<file path="src/rtl/pipe_pkg.sv">
// Shared definitions for the pipeline front end: FSM encoding, default NOP word
// and the control-flow opcode constants used by the decoder side.
package pipe_pkg;

  typedef enum logic [1:0] {
    RUN   = 2'd0,
    STALL = 2'd1,
    REDIR = 2'd2
  } pipe_state_e;

  localparam logic [31:0] NOP_INSTR_DEFAULT = 32'h0000_0000;

  localparam logic [5:0] OP_J   = 6'b000010;
  localparam logic [5:0] OP_BEQ = 6'b000100;
  localparam logic [5:0] OP_BNE = 6'b000101;

endpackage

</file>
<file path="src/rtl/pc_next_sel.sv">
// Combinational next-PC selector: branch target, pseudo-direct jump target,
// sequential PC+4 (wrapping mod 2^32) or hold.
module pc_next_sel (
  input  logic [31:0] pc,
  input  logic        pc_en,
  input  logic        redirect,
  input  logic        branch_not_jump,
  input  logic [31:0] branch_target,
  input  logic [3:0]  jump_region,
  input  logic [25:0] jump_index,
  output logic [31:0] pc_next
);

  // A redirect resolved in EX is older than a stall in ID, so it is checked
  // before pc_en.
  always_comb begin
    pc_next = pc;
    if (redirect) begin
      if (branch_not_jump) pc_next = branch_target;
      else                 pc_next = {jump_region, jump_index, 2'b00};
    end else if (pc_en) begin
      pc_next = pc + 32'd4;
    end
  end

endmodule

</file>
<file path="src/rtl/pipe_front_ctrl.sv">
// Pipeline front end: PC register, IF/ID register, ID/EX bubble flag, hazard FSM
// and sticky protocol-error flag. Define PIPE_PERF_CNT_EN for stall/flush counters.
module pipe_front_ctrl
  import pipe_pkg::*;
#(
  parameter logic [31:0] RESET_PC  = 32'h0000_0000,
  parameter logic [31:0] NOP_INSTR = NOP_INSTR_DEFAULT
) (
  input  logic        clk,
  input  logic        rst_n,
  input  logic        pc_en,
  input  logic        if_id_en,
  input  logic        ctrl_sel,
  input  logic        instr_sel,
  input  logic        redirect,
  input  logic        branch_not_jump,
  input  logic [31:0] branch_target,
  input  logic [31:0] imem_data,
  output logic [31:0] imem_addr,
  output logic [31:0] if_id_ir,
  output logic [31:0] if_id_pc4,
  output logic        id_ex_valid,
  output logic [1:0]  state,
`ifdef PIPE_PERF_CNT_EN
  output logic [31:0] stall_cnt,
  output logic [31:0] flush_cnt,
`endif
  output logic        proto_err
);

  logic [31:0] pc_q;
  logic [31:0] pc_next;
  logic [31:0] pc_plus4;
  pipe_state_e state_q;
  pipe_state_e state_next;

  assign pc_plus4  = pc_q + 32'd4;
  assign imem_addr = pc_q;

  pc_next_sel u_pc_next_sel (
    .pc              (pc_q),
    .pc_en           (pc_en),
    .redirect        (redirect),
    .branch_not_jump (branch_not_jump),
    .branch_target   (branch_target),
    .jump_region     (if_id_pc4[31:28]),
    .jump_index      (if_id_ir[25:0]),
    .pc_next         (pc_next)
  );

  always_ff @(posedge clk) begin
    if (!rst_n) pc_q <= RESET_PC;
    else        pc_q <= pc_next;
  end

  // Squash wins over a plain IF/ID hold; both use the current PC for pc4.
  always_ff @(posedge clk) begin
    if (!rst_n) begin
      if_id_ir  <= NOP_INSTR;
      if_id_pc4 <= RESET_PC;
    end else if (instr_sel || redirect) begin
      if_id_ir  <= NOP_INSTR;
      if_id_pc4 <= pc_plus4;
    end else if (if_id_en) begin
      if_id_ir  <= imem_data;
      if_id_pc4 <= pc_plus4;
    end
  end

  always_ff @(posedge clk) begin
    if (!rst_n) id_ex_valid <= 1'b0;
    else        id_ex_valid <= !ctrl_sel && !(redirect && branch_not_jump);
  end

  always_ff @(posedge clk) begin
    if (!rst_n) state_q <= RUN;
    else        state_q <= state_next;
  end

  always_comb begin
    state_next = RUN;
    if (redirect)    state_next = REDIR;
    else if (!pc_en) state_next = STALL;
  end

  always_comb begin
    state = state_q;
  end

  // Stalling the PC while IF/ID still loads, or redirecting without squashing
  // the wrong-path fetch, means the hazard unit is broken; latch it until reset.
  always_ff @(posedge clk) begin
    if (!rst_n)
      proto_err <= 1'b0;
    else if ((!pc_en && if_id_en) || (redirect && !instr_sel))
      proto_err <= 1'b1;
  end

`ifdef PIPE_PERF_CNT_EN
  always_ff @(posedge clk) begin
    if (!rst_n) begin
      stall_cnt <= 32'd0;
      flush_cnt <= 32'd0;
    end else begin
      if (state_q == STALL && stall_cnt != 32'hFFFF_FFFF) stall_cnt <= stall_cnt + 32'd1;
      if (redirect && flush_cnt != 32'hFFFF_FFFF)         flush_cnt <= flush_cnt + 32'd1;
    end
  end
`endif

endmodule

</file>
<file path="config.mk">
export PLATFORM = sky130hd
export DESIGN_NAME = pipe_front_ctrl
export DESIGN_NICKNAME = d
export VERILOG_FILES = /design/src/rtl/pipe_pkg.sv /design/src/rtl/pc_next_sel.sv /design/src/rtl/pipe_front_ctrl.sv
export SDC_FILE = /design/constraint.sdc
export NUM_CORES = 1
export LEC_CHECK = 0
export CAP_MARGIN = 30
export CORE_AREA = 2 2 107 109
export DETAILED_ROUTE_END_ITERATION = 10
export DIE_AREA = 0 0 109 111
export GPL_TIMING_DRIVEN = 0
export PLACE_DENSITY_LB_ADDON = 0.3
export SLEW_MARGIN = 20
export SYNTH_ARGS = -nofsm -noshare
export SYNTH_HDL_FRONTEND = slang
export SYNTH_SLANG_ARGS = --single-unit
</file>
<file path="constraint.sdc">
create_clock -name clk -period 2.5 [get_ports clk]
set_input_delay 0.375 -clock clk [delete_from_list [all_inputs] [get_ports clk]]
set_output_delay 0.375 -clock clk [all_outputs]
set_load 0.005 [all_outputs]
</file>
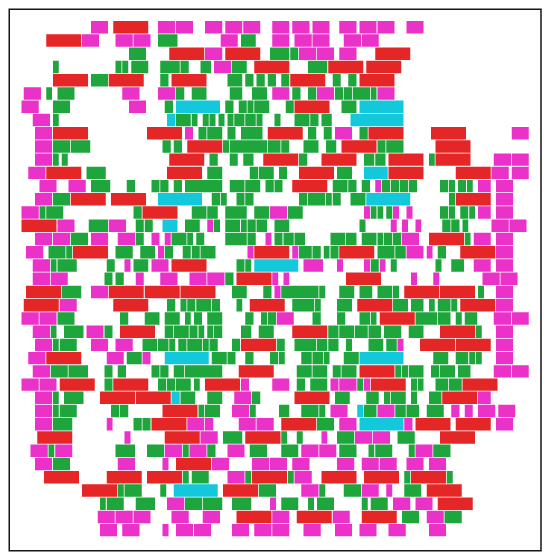
(cells coloured by class)
legend:
  all other logic:
    colour: green
    cells: 391
    share_of_their_area: 38%
  flip-flops:
    colour: red
    cells: 100
    share_of_their_area: 30%
  clock drivers and dummy loads:
    colour: cyan
    cells: 15
    share_of_their_area: 4.3%
  other buffers and delay cells:
    colour: magenta
    cells: 214
    share_of_their_area: 28%
fin util: 62.8%
post-route cell area: 6960 um^2
total core area: 11,100 um^2

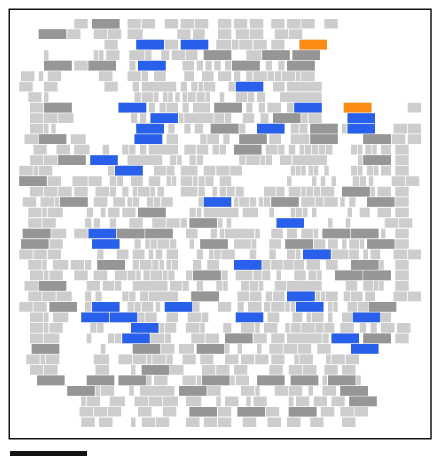
(sequential cells grouped by signal name)
Scale bar: 20 um.
legend:
  imem_addr:
    colour: blue
    sequential_cells: 32
  state:
    colour: orange
    sequential_cells: 2
not coloured: 66
Seq power: 1.74 mW
flop share of the area: 28.8%

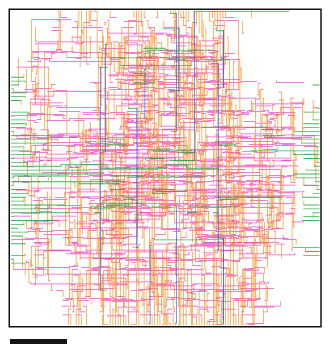
(metal layers overlaid)
Scale bar: 20 um.
legend:
  met3:
    colour: green
    wire_length: 1,110 um
  met2:
    colour: orange
    wire_length: 7,070 um
  met4:
    colour: blue
    wire_length: 480 um
  met1:
    colour: magenta
    wire_length: 6,260 um
WL final: 14.9 mm
Tot GR Track Use: 25.1%
post-DR wirelength/cell: 17.3 um

==> Changelog: implementation <==
### Physical design

* Worst EP arrival at about 2.5 ns
* Minimum clock period after layout at ~2.3 ns
* Vias/cell at 5.40
* Maxcap violations at 0
* Seq/Total Area, Yosys at a little over two fifths
* Layout overhead on the synthesized area at 44.8%
* Synthesized Nets at about 610
* Final setup vio count at 0
* Slew margin rel. at 44.1%
* Flops after synth at 100
* H-tree depth at 3
* Top cells by area: dfxtp_1 (42%), mux2i_1 (9.0%), xnor2_1 (5.3%), xor2_1 (4.9%), a21oi_1 (4.6%)
* Clk_skew at roughly 0.0085 ns
* Met3 usage at 4.70%
* Worst Tran Pin Value at 0.832 ns
* Top cells by count, synth: dfxtp_1 (100), nor2_1 (58), a21oi_1 (44)
* Crit-path slowest cell: nor4_4
* Reg area at around 2000 um^2
* Final hold violations at 0
* Mean post-synth cell area at ~8.9 um^2
* First-pass iteration count of the detailed router at 6
* Row count at 39
* Outcome: complete, no violations
* Logic area at approximately 2600 um^2
* Met3 wire length at 1.11 mm
* Top layer in use: met4
* Synth top cell by count: dfxtp_1
* Cell total in the yosys stat output at about 540
* Largest area contributor in the netlist: dfxtp_1
* Largest delay contributor family on the critical path: simple AND/OR/NAND/NOR gates
* MI comb cells at between 300 and 400
* Setup TNS at 0 ns
* Non-clk buf share at between 20% and 30%
* Worst-case clock buffer depth at 2
* FFs & Latches at 100
* Post-route ant nets at 0
* Clock buf count at 11
* Dpl hpwl at around 11 mm
* Number of warnings issued by yosys at 0
* Crit Path Class: reg2reg
* DIE AREA at between 10,000 and 15,000 um^2
* Max Slew Vio Count at 0
* CTS Buf Count at 9
* Top class by area: logic gates
* Placer Congestion at around 0.9
* Critical Path Stages at 6
* Area of the mapped netlist at 4810 um^2
* Filler Cell Count at around 970
* Worst vdd ir at ~0.00028 V
* Final period util at 90.1%
* M1 WL at 6.26 mm
* Most frequent logic cells in the routed design: clkdlybuf4s50_1 (168), dfxtp_1 (100), nor2_1 (58)
* Routed wl met2 at a little over 7 mm
* Pre-Place Util at 43.4%
* Startpoint Class: flip-flop
* CTS root buf: clkbuf_16
* Area leader share at between 40% and 50%
* Asr flop ratio synth at 0%
* Most instantiated logic cell after routing: clkdlybuf4s50_1
* Number of global-route vias before repair at roughly 4,600
* Signal buffers at 214
* Nets at slightly below 800
* Clock tree cell share of total cell area at 4.19%
* Combinational share of cell area at 37.0%
* Largest net degree at the start of global routing at 16
* RSZ-0062 raised after global routing: no
* Number of enable flip-flop cells at 0
* Global-route wire length before repair at 23.6 mm
* Clock slew at reported path FFs at 0.07 ns
* Tapcells at around 140
* Worst-Skew Late Latency at around 0.35 ns
* Commonest flop: dfxtp_1
* CTS Hold Bufs at 0
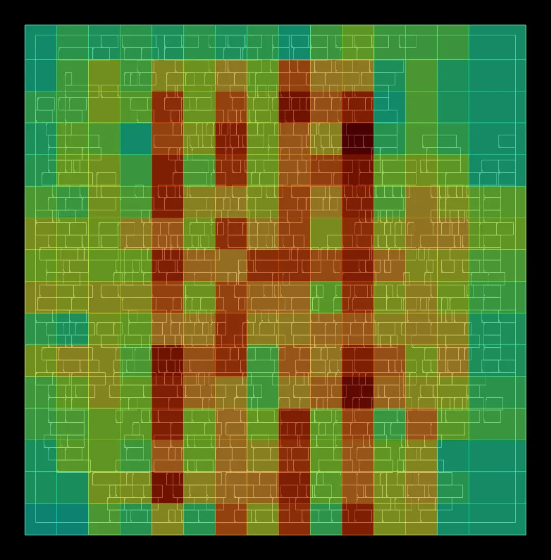
(routing congestion map)
M2 GR Usage: 40.2%
met1 usage: 32.5%

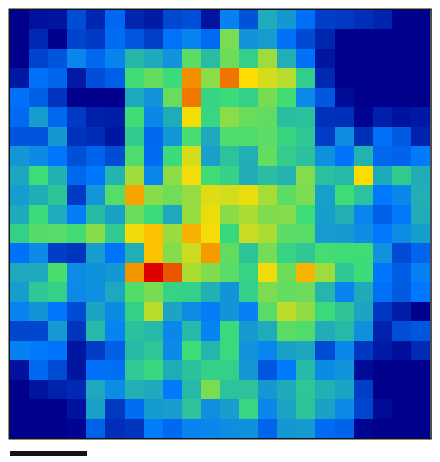
(wiring heat map)
Scale bar: 20 um. The die is cut into 22 by 22 equal tiles; dark blue is low, red is high, scaled to the fullest tile. Values are wire area over tile area, all layers added.
tiles over half the peak: 21%
densest ninth of the die: centre
fullest tile: 0.62
nearly empty tiles: 10%
via count: 4,657

==> through the flow <==
step / hold WS (ns) / setup WS, ns / power (mW) / area [um^2] / instances
final: 0.454 / 0.246 / 3.77 / 6960 / 863
after global routing: 0.482 / 0.0542 / 3.91 / 6960 / 863
after CTS: 0.441 / 0.210 / 3.78 / 6960 / 863
after detailed placement: 0.452 / 0.125 / 2.38 / 6670 / 848
after global placement: 0.441 / 0.196 / 2.37 / 6670 / 848
after floorplan: 0.446 / 0.670 / 2.03 / 4810 / 537
==> timing repair <==
action | 4_1_cts | 5_1_grt
gates resized | 0 | 0
endpoints found under the setup margin | 0 | 1
endpoints found under the hold margin | 0 | 0
==> path summary, 6_finish.rpt <==
path | slack [ns] | startpoint | endpoint
worst min register to register | 0.46 | if_id_pc4[0]$_SDFFE_PN0P_ | if_id_pc4[0]$_SDFFE_PN0P_
worst min-delay path | 0.45 | rst_n | if_id_pc4[23]$_SDFFE_PN0P_
worst max-delay path | 0.25 | imem_addr[2]$_SDFFE_PN0N_ | imem_addr[28]$_SDFFE_PN0N_
worst max register to register | 0.25 | imem_addr[2]$_SDFFE_PN0N_ | imem_addr[28]$_SDFFE_PN0N_
==> power by group <==
part | switching, mW | total, mW | internal [mW]
registers | 0.0728 | 1.74 | 1.67
logic | 0.261 | 0.612 | 0.351
clock network | 0.614 | 1.41 | 0.799
==> logic make-up (layout without fill, tap and decap cells) <==
| family | Yosys count | count (layout) | synth area share (%) |
|---|---|---|---|
| muxes | 62 | 62 | 13.4 |
| DFF | 100 | 100 | 41.7 |
| xor gates and xnor gates | 56 | 56 | 10.2 |
| AOI/OAI and AO/OA | 107 | 107 | 12.4 |
| adders and majority gates | 1 | 1 | 0.260 |
| buffers and inverters | 52 | 235 | 4.71 |
| and+or+nand+nor | 159 | 159 | 17.4 |
Power and IR drop assume default switching activity.
